## src/rtl/state_write_arbiter.sv

```systemverilog
// state_write_arbiter
//
// Owns the single write port of the display block-state register file and
// arbitrates it between CPU single-block writes and a built-in board-clear
// sweep. Writes can be held off during active video, so the scan-out never
// reads a half-updated board.
//
// Ports:
//   clk          system clock
//   reset        asynchronous, active-high reset
//   video_valid  high during active video
//   cpu_req      CPU write request, held until cpu_ack
//   cpu_addr     CPU target address, stable while cpu_req
//   cpu_data     CPU write data, stable while cpu_req
//   cpu_ack      one-cycle pulse: the CPU write is on the port this cycle
//   clr_start    start-clear pulse, only looked at while idle
//   clr_busy     high while a clear is in progress
//   clr_done     one-cycle pulse in the cycle after the last clear write
//   state_we     write enable to the state register
//   reg_addr     write address to the state register
//   data_out     write data to the state register
//
// All outputs come straight from flops. The clear counter holds the next
// address to write; the first clear write is issued on the same edge that
// accepts clr_start when writes are allowed.

module state_write_arbiter #(
    parameter int unsigned ADDR_W     = 10,
    parameter int unsigned NUM_BLOCKS = 300,
    parameter logic [31:0] FILL_DATA  = 32'h0,
    parameter bit          GATE_BLANK = 1'b1
) (
    input  logic              clk,
    input  logic              reset,
    input  logic              video_valid,
    input  logic              cpu_req,
    input  logic [ADDR_W-1:0] cpu_addr,
    input  logic [31:0]       cpu_data,
    output logic              cpu_ack,
    input  logic              clr_start,
    output logic              clr_busy,
    output logic              clr_done,
    output logic              state_we,
    output logic [ADDR_W-1:0] reg_addr,
    output logic [31:0]       data_out
);

    localparam logic [ADDR_W-1:0] LastAddr = ADDR_W'(NUM_BLOCKS - 1);

    typedef enum logic [1:0] {StIdle, StCpuWr, StClr} state_e;

    state_e state_q, state_d;

    logic              state_we_q, state_we_d;
    logic              cpu_ack_q, cpu_ack_d;
    logic              clr_busy_q, clr_busy_d;
    logic              clr_done_q, clr_done_d;
    logic [ADDR_W-1:0] reg_addr_q, reg_addr_d;
    logic [31:0]       data_out_q, data_out_d;
    logic [ADDR_W-1:0] cnt_q, cnt_d;

    logic              ok;
    logic              clr_final;
    logic [ADDR_W-1:0] clr_addr;
    logic [ADDR_W-1:0] clr_cnt_next;

    assign ok = !GATE_BLANK || !video_valid;

    // The final clear write is the only one that targets LastAddr, so seeing
    // it on the port means the sweep has finished.
    assign clr_final = state_we_q && (reg_addr_q == LastAddr);

    // A clear entered from idle always starts at address 0.
    assign clr_addr     = (state_q == StClr) ? cnt_q : '0;
    assign clr_cnt_next = (clr_addr == LastAddr) ? '0 : clr_addr + ADDR_W'(1);

    // State and output registers.
    always_ff @(posedge clk or posedge reset) begin
        if (reset) begin
            state_q    <= StIdle;
            state_we_q <= 1'b0;
            cpu_ack_q  <= 1'b0;
            clr_busy_q <= 1'b0;
            clr_done_q <= 1'b0;
            reg_addr_q <= '0;
            data_out_q <= '0;
            cnt_q      <= '0;
        end else begin
            state_q    <= state_d;
            state_we_q <= state_we_d;
            cpu_ack_q  <= cpu_ack_d;
            clr_busy_q <= clr_busy_d;
            clr_done_q <= clr_done_d;
            reg_addr_q <= reg_addr_d;
            data_out_q <= data_out_d;
            cnt_q      <= cnt_d;
        end
    end

    // Next state.
    always_comb begin
        state_d = state_q;
        unique case (state_q)
            StIdle: begin
                if (clr_start) begin
                    state_d = StClr;
                end else if (cpu_req && ok) begin
                    state_d = StCpuWr;
                end
            end
            StCpuWr: state_d = StIdle;
            StClr: begin
                if (clr_final) begin
                    state_d = StIdle;
                end
            end
            default: state_d = StIdle;
        endcase
    end

    // Next values of the registered outputs and the clear counter.
    always_comb begin
        state_we_d = 1'b0;
        cpu_ack_d  = 1'b0;
        clr_done_d = 1'b0;
        clr_busy_d = clr_busy_q;
        reg_addr_d = reg_addr_q;
        data_out_d = data_out_q;
        cnt_d      = cnt_q;
        unique case (state_q)
            StIdle: begin
                if (clr_start) begin
                    clr_busy_d = 1'b1;
                    cnt_d      = '0;
                    if (ok) begin
                        state_we_d = 1'b1;
                        reg_addr_d = clr_addr;
                        data_out_d = FILL_DATA;
                        cnt_d      = clr_cnt_next;
                    end
                end else if (cpu_req && ok) begin
                    state_we_d = 1'b1;
                    cpu_ack_d  = 1'b1;
                    reg_addr_d = cpu_addr;
                    data_out_d = cpu_data;
                end
            end
            // The write was issued on entry; this cycle only drops it.
            // cpu_req is deliberately not looked at here.
            StCpuWr: ;
            StClr: begin
                if (clr_final) begin
                    clr_busy_d = 1'b0;
                    clr_done_d = 1'b1;
                    cnt_d      = '0;
                end else if (ok) begin
                    state_we_d = 1'b1;
                    reg_addr_d = clr_addr;
                    data_out_d = FILL_DATA;
                    cnt_d      = clr_cnt_next;
                end
            end
            default: ;
        endcase
    end

    assign state_we = state_we_q;
    assign cpu_ack  = cpu_ack_q;
    assign clr_busy = clr_busy_q;
    assign clr_done = clr_done_q;
    assign reg_addr = reg_addr_q;
    assign data_out = data_out_q;

endmodule
```

## config.mk

```make
export PLATFORM = sky130hd
export DESIGN_NAME = state_write_arbiter
export DESIGN_NICKNAME = d
export VERILOG_FILES = /design/src/rtl/state_write_arbiter.sv
export SDC_FILE = /design/constraint.sdc
export NUM_CORES = 1
export LEC_CHECK = 0
export ABC_AREA = 1
export CAP_MARGIN = 0
export CORE_MARGIN = 2
export CORE_UTILIZATION = 46
export CTS_CLUSTER_DIAMETER = 50
export DETAILED_ROUTE_END_ITERATION = 8
export PLACE_DENSITY = 0.81
export SLEW_MARGIN = 25
export SYNTH_ARGS = -nofsm -noshare
export SYNTH_HDL_FRONTEND = slang
export SYNTH_SLANG_ARGS = --single-unit
```

## constraint.sdc

```tcl
create_clock -name clk -period 2.3 [get_ports clk]
set_clock_uncertainty 0.05 [all_clocks]
set_input_delay 0.46 -clock clk [delete_from_list [all_inputs] [get_ports clk]]
set_output_delay 0.46 -clock clk [all_outputs]
set_load 0.01 [all_outputs]
```

==> ci_impl_report.md <==
## PnR job results

| Metric | Value |
|---|---|
| Maximum clock rate | `between 500 and 600 MHz` |
| Most frequent cells in the layout | `nand2_1, clkdlybuf4s50_1, dfrtp_1, inv_1, nor2_1` |
| Distinct lib cells | `28` |
| Clock Tree Buf Depth | `2` |
| Flop share of the area | `0.347` |
| Cell count in the Yosys report | `roughly 370` |
| CTS root buf | `clkbuf_8` |
| Routed vias/inst | `roughly 5` |
| Init Core Util | `0.469` |
| Non-Filler Instances | `557` |
| Ports | `93` |
| HPWL Detailed | `5.46 mm` |
| Area of the mapped netlist | `about 2900 um2` |
| Die Span Y | `83.8 um` |
| Setup TNS | `0 ps` |
| CTS Buf Count | `9` |
| Post-CTS Hold Fix Bufs | `0` |
| Layout cells sized above 1 | `0.110` |
| Warnings from Yosys | `0` |
| Clkbuf count | `9` |
| Total congestion overflow | `0` |
| Cell type taking the most area | `flip-flops and latches` |
| Vias in the first global route | `2664` |
| Slew of the pin with the lowest slew margin | `359 ps` |
| First-pass GRT wire length | `about 13 mm` |
| Critical-path cell list | `inv_4 > nand2_4 > nor2_1 > ha_1 > nand4_1 > nor2_1 > buf_4 > nand2_1 > nand2_1 > nand2_1 > nand4_1 > nand2_1` |
| DRC | `0` |
| Commonest Layout Cell | `nand2_1` |
| Tool warning count | `26` |
| Pwr/cell area | `1270 nW/um2` |
| Yosys chip area | `about 2900 um2` |
| Largest net degree at the start of global routing | `59` |
| Slew margin rel. | `0.760` |
| Comb/total area | `0.295` |
| Clk sink count | `58` |
| Gate Area | `around 1200 um2` |
| Cell count after synthesis | `374` |
| Inserted Diodes | `0` |
| Layout area overhead | `42.9%` |
| Clk tree area frac | `0.0574` |
| Status | `completed` |
| NonClk Buf Share | `0.240` |
| P_leak | `2.09 nW` |
| Slowest Stage Delay on Critical Path | `450 ps` |
| Inverters, non-clock | `around 40` |
| Final Hold Viols | `0` |
| Max Transition Viols Final | `0` |
| Clock Pin Slew Worst Setup and Hold Paths | `~70 ps` |
| Iteration tally of the first detailed-router pass | `6` |
| Routability Congestion | `0.890` |
| Non-clk bufs | `100` |
| Top cell by count, worst path | `nand2_1` |
| Syn avg cell area | `7.83 um2` |
| Post-Syn Nets | `approximately 420` |
| Max cap viols | `0` |
| Die X | `83.8 um` |
| Peak supply drop | `around 780 uV` |
| Arr. time, crit path | `around 2200 ps` |
| Seq/Total Area, Yosys | `0.496` |
| Worst Hold Class | `reg2reg` |
| Slowest stage cell, crit path | `dfrtp_1` |
-- path summary, 6_finish.rpt --
| path | from | endpoint | depth (start not counted) |
|---|---|---|---|
| worst min-delay path | data_out[26] | data_out[26] | 2 |
| min in group asynchronous | reset | data_out[25] | 3 |
| worst min register to register | data_out[26] | data_out[26] | 2 |
| worst max register to register | state_q[0] | cnt_q[8] | 12 |
| worst max-delay path | state_q[0] | cnt_q[8] | 12 |
| max in group asynchronous | reset | clr_busy | 3 |
-- sequential cells by signal, summed over array words and instances (netlist names) --
signal / flops
reg_addr: 10
clr_busy: 1
cnt_q: 10
state_q: 2
clr_done: 1
data_out: 32
cpu_ack: 1
state_we: 1
-- synth_stat cells --
library cell | instances | share of area
o21ai_0 | 9 | 0.015
nor2_1 | 31 | 0.040
buf_8 | 1 | 0.0051
a21oi_1 | 6 | 0.010
buf_2 | 4 | 0.0068
nor3_1 | 1 | 0.0017
nand3_2 | 2 | 0.0068
and3_1 | 1 | 0.0021
nor2_8 | 1 | 0.0068
o21ai_1 | 5 | 0.0085
nor2_4 | 2 | 0.0077
nand4_1 | 11 | 0.023
nor2_2 | 2 | 0.0043
a21oi_2 | 7 | 0.021
buf_4 | 1 | 0.0026
nand2_4 | 4 | 0.015
nand2_8 | 1 | 0.0068
ha_1 | 1 | 0.0043
dfrtp_1 | 58 | 0.50
buf_6 | 4 | 0.015
xor2_1 | 2 | 0.0060
inv_4 | 2 | 0.0043
nand3_1 | 19 | 0.032
inv_1 | 33 | 0.042
nand2_1 | 158 | 0.20
nand2_2 | 2 | 0.0043
o22ai_1 | 1 | 0.0021
inv_2 | 5 | 0.0064
-- per-layer routing --
metal  vias to the layer above  routed length [um]  GRT usage  share of wire
li1                       1367                   -          -              -
met1                      1278                3280      0.302           0.44
met2                       118                3420      0.345           0.46
met3                        16                 617     0.0603          0.083
met4                         0                 139      0.110          0.019
met5                         -                   0          0              0
-- logic make-up after synthesis --
group / count (synthesis) / synth area share
buffers and inverters: 50 / 0.0829
XOR/XNOR: 2 / 0.00598
AND-OR/OR-AND: 28 / 0.0572
AND/OR/NAND/NOR: 235 / 0.354
flip-flops: 58 / 0.496
adder cells (fa/ha/maj): 1 / 0.00427
-- where the power goes --
| group | internal, mW | total (mW) | switching [mW] |
|---|---|---|---|
| Clock | 0.719 | 1.15 | 0.432 |
| Combinational | 1.15 | 2.40 | 1.25 |
| Sequential | 1.44 | 1.75 | 0.308 |
| Total | 3.31 | 5.30 | 1.99 |
-- worst max-delay path, delay by kind of cell, from the launching register on --
| family | cells | cell delay, ps |
|---|---|---|
| adders and majority gates | 1 | 190 |
| buffers and inverters | 2 | 310 |
| and+or+nand+nor | 9 | 860 |
| DFF | 1 | 450 |
-- stage by stage --
step	cell area [um2]	util	worst slack, ps	power (mW)	hold slack (ps)
6_report	4190	0.671	314	5.30	420
5_1_grt	4190	0.671	47.8	5.65	450
4_1_cts	4180	0.670	253	5.33	425
3_5_place_dp	3940	0.632	117	4.16	408
3_3_place_gp	3940	0.632	227	4.10	408
2_1_floorplan	2930	-	362	3.00	399
-- what timing repair did --
action / in CTS / in global routing
setup endpoints to repair: 0 / 2
gates resized: 0 / 1
setup buffers: 0 / 0
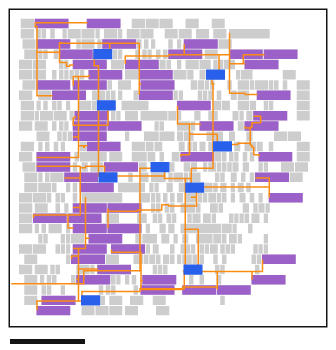
(images/clock_wires.png)
Scale bar: 20 um.
[clock wires] orange | length: 783 um
[flip-flops] purple | count: 58
[clock-net drivers] blue | count: 9
routed clock nets	10
flops lie	spread over the die
worst-skew pair later-pin latency: 340 ps
P_clk: 1.15 mW
Clk pwr share: 0.217

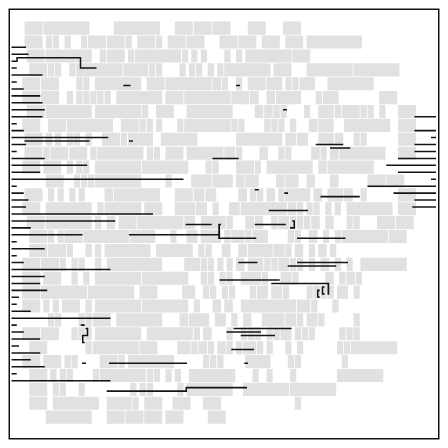
(images/m3.png)
Cells faint in the background.
share of all routed wire	8.3%
main direction	horizontal
longest straight run	33.4 um
nets with wire on the layer	84

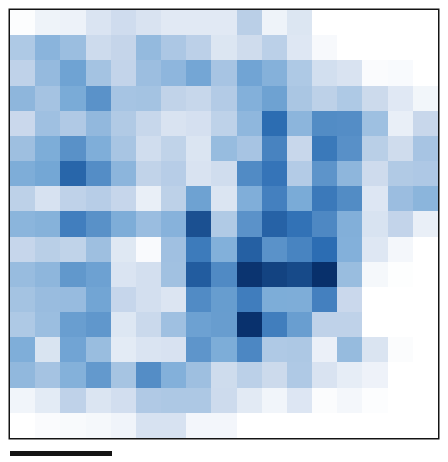
(images/route_heat.png)
Scale bar: 20 um. The die is cut into 17 by 17 equal tiles; white is low, dark blue is high, scaled to the fullest tile. Values are wire area over tile area, all layers added.
emptiest ninth of the die	bottom right
nearly empty tiles	13%
densest ninth of the die	middle
fullest tile	0.55
mean over tiles	0.18
Avg WL per Cell: 13.4 um
Total Wirelength: 7.45 mm
via count: 2779
All-Layer GR Usage: 0.227

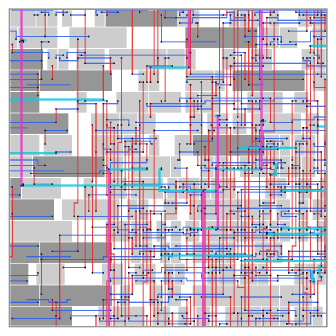
(images/closeup.png)
Region (22, 22) to (62, 62) um. Cells in gray, sequential cells in the stronger gray; small squares are vias.
layer	color
M1	blue
M2	red
M4	magenta
M3	cyan
cells with their middle in the window	161
sequential cells in the window	11
netlist names of flops here include	`cnt_q` (3), `data_out` (2), `reg_addr` (2)
most frequent	nand2_1 (32), nor2_1 (23), nand3_1 (17)

Power and IR drop assume default switching activity.
